<file path="src/rtl/scan_sequencer.sv">
// Scans the enabled channels of a 3-to-8 decoder in ascending order, holding
// the decoder enable on each visited channel for a programmable dwell time.
module scan_sequencer #(
  parameter int unsigned DWELL_W = 4
) (
  input  logic               clk,
  input  logic               rst,
  input  logic               start,
  input  logic               abort,
  input  logic [7:0]         mask,
  input  logic [DWELL_W-1:0] dwell,
  output logic [2:0]         sel,
  output logic               en,
  output logic               busy,
  output logic               done
);

  typedef enum logic [1:0] {StIdle, StSeek, StDwell, StFin} state_t;

  state_t             state_q;
  logic [7:0]         mask_q;
  logic [DWELL_W-1:0] dwell_q;
  logic [DWELL_W-1:0] cnt_q;

  // en, busy and done are kept as flops updated alongside every state change,
  // so each one always mirrors the state the FSM is entering.
  always_ff @(posedge clk) begin
    if (rst) begin
      state_q <= StIdle;
      mask_q  <= '0;
      dwell_q <= '0;
      cnt_q   <= '0;
      sel     <= '0;
      en      <= 1'b0;
      busy    <= 1'b0;
      done    <= 1'b0;
    end else if (abort) begin
      state_q <= StIdle;
      sel     <= '0;
      en      <= 1'b0;
      busy    <= 1'b0;
      done    <= 1'b0;
    end else begin
      case (state_q)
        StIdle: begin
          if (start) begin
            mask_q  <= mask;
            dwell_q <= dwell;
            sel     <= '0;
            busy    <= 1'b1;
            if (mask != 8'h00) begin
              state_q <= StSeek;
            end else begin
              state_q <= StFin;
              done    <= 1'b1;
            end
          end
        end
        StSeek: begin
          if (mask_q[sel]) begin
            state_q <= StDwell;
            cnt_q   <= dwell_q;
            en      <= 1'b1;
          end else if (sel != 3'd7) begin
            sel <= sel + 3'd1;
          end else begin
            state_q <= StFin;
            done    <= 1'b1;
          end
        end
        StDwell: begin
          if (cnt_q == '0) begin
            en <= 1'b0;
            if (sel == 3'd7) begin
              state_q <= StFin;
              done    <= 1'b1;
            end else begin
              state_q <= StSeek;
              sel     <= sel + 3'd1;
            end
          end else begin
            cnt_q <= cnt_q - DWELL_W'(1);
          end
        end
        StFin: begin
          state_q <= StIdle;
          done    <= 1'b0;
          busy    <= 1'b0;
        end
        default: begin
          state_q <= StIdle;
          sel     <= '0;
          en      <= 1'b0;
          busy    <= 1'b0;
          done    <= 1'b0;
        end
      endcase
    end
  end

endmodule

</file>
<file path="config.mk">
export PLATFORM = sky130hd
export DESIGN_NAME = scan_sequencer
export DESIGN_NICKNAME = d
export VERILOG_FILES = /design/src/rtl/scan_sequencer.sv
export SDC_FILE = /design/constraint.sdc
export NUM_CORES = 1
export LEC_CHECK = 0
export ABC_CLOCK_PERIOD_IN_PS = 2000
export CAP_MARGIN = 20
export CORE_MARGIN = 5
export CORE_UTILIZATION = 45
export DETAILED_ROUTE_END_ITERATION = 7
export MAX_ROUTING_LAYER = met4
export PLACE_DENSITY = 0.71
export SYNTH_ARGS = -nofsm -noshare
export SYNTH_HDL_FRONTEND = slang
export SYNTH_SLANG_ARGS = --single-unit
</file>
<file path="constraint.sdc">
create_clock -name clk -period 2 [get_ports clk]
set_input_delay 0.3 -clock clk [delete_from_list [all_inputs] [get_ports clk]]
set_output_delay 0.3 -clock clk [all_outputs]
set_load 0.02 [all_outputs]
</file>
==> results.toml <==
# flow metrics
[worst_setup_path]
max_stage_delay_ns = 0.40

[logic_synthesis]
flop_cell = "dfxtp_1"
synthTopLogicFamily = "simple AND/OR/NAND/NOR gates"
mux_share_pct = 14.5
syn_nets = 181
xor_share_pct = 0
synth_flops = 24

[finish]
largestClassByArea = "logic gates"
seq_area_um2 = 483
comb_area_um2 = 903
area_share_clock_buf_inv_pct = 2.95
inv_count = 7

[power_and_ir_drop]
power_leader = "registers"
irDropWorstVdd_mv = 0.271
internal_power_w = 0.000780
power_density_nw_per_um2 = 571
seq_power_w = 0.000506

[floorplanning]
fp_util_pct = 46.8
pin_count = 22

[clock_network]
hold_buffers = 0
clk_pin_slew_ns = 0.14

[timing]
worst_pin_slew_ns = 0.468
min_period_ns = 1.91

[placement]
portBuffers = 21

[drt]
topRoutingLayerUsed = "met4"
ant_nets = 0
wl_met2_um = 1580

[run]
max-cap-violations = 0

[global_route]
overflow = 0
grt_pass1_vias = 1227

[status]
status = "finished clean"
**Power grid**

The bar under the picture is 20 um long. Pins as bars on the die edge. Tap cells in grey.
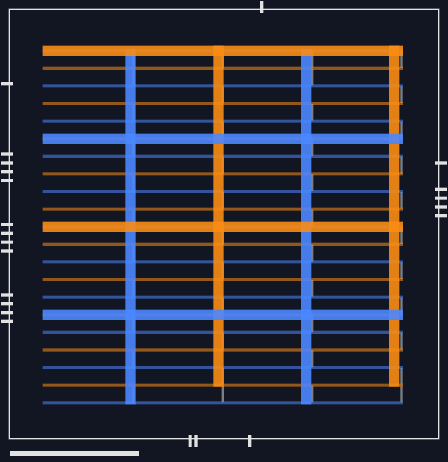
Key: orange = VDD; blue = VSS
4 straps on met4. 21 met1 rails follow the rows.
Die Y: 66.1 um
die width: 66.1 um

**Placed cells, one colour a class**

The bar under the picture is 20 um long.
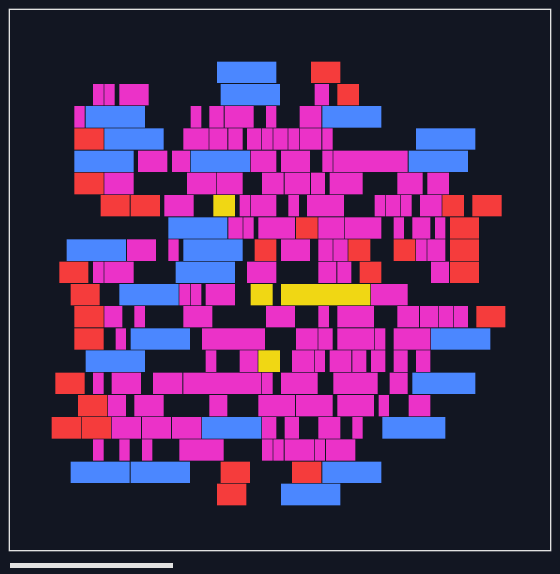
Key: blue = flip-flops [cells 24, share of their area 28%]; magenta = all other logic [cells 126, share of their area 54%]; yellow = clock drivers and dummy loads [cells 4, share of their area 3.0%]; red = other buffers and delay cells [cells 28, share of their area 15%]
FP Rows: 20
Final Instance Area: 1780 um2
Core ar.: 3030 um2
fin util: 58.9%
sequential share of cell area: 27.1%

**Clock wires, drivers and flops**

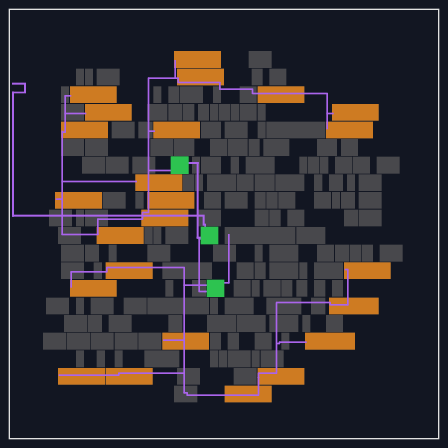
Key: orange = flip-flops [count 24]; purple = clock wires [length 332 um]; green = cells driving clock nets [count 3]
There are 4 routed clock nets. Position of the flops: widely spread.
clock skew: 0.00269 ns
Clock Power Share: 35.0%
clk pwr: 0.000356 W
Clock Latency Late Sink: 0.32 ns

**Wiring by layer**

The bar under the picture is 20 um long. Two of the layers only.
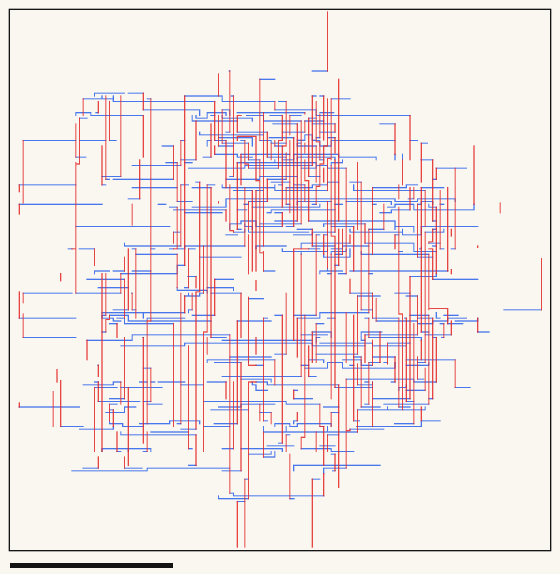
Key: blue = met1 [wire length 1390 um]; red = met2 [wire length 1580 um]
final wirelength: 3130 um
GRT Overall Usage: 16.1%
WL per Instance: 13.8 um
vias post-DR: 1213

**Placed standard cells**

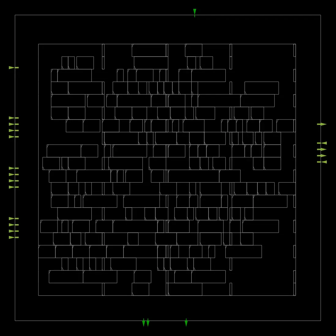
Fill cells: 280
Post-Layout Cell Count: 226
Flops: 24
Tapcells: 44

Power figures rest on the tool's default switching activity, not on a simulated workload.
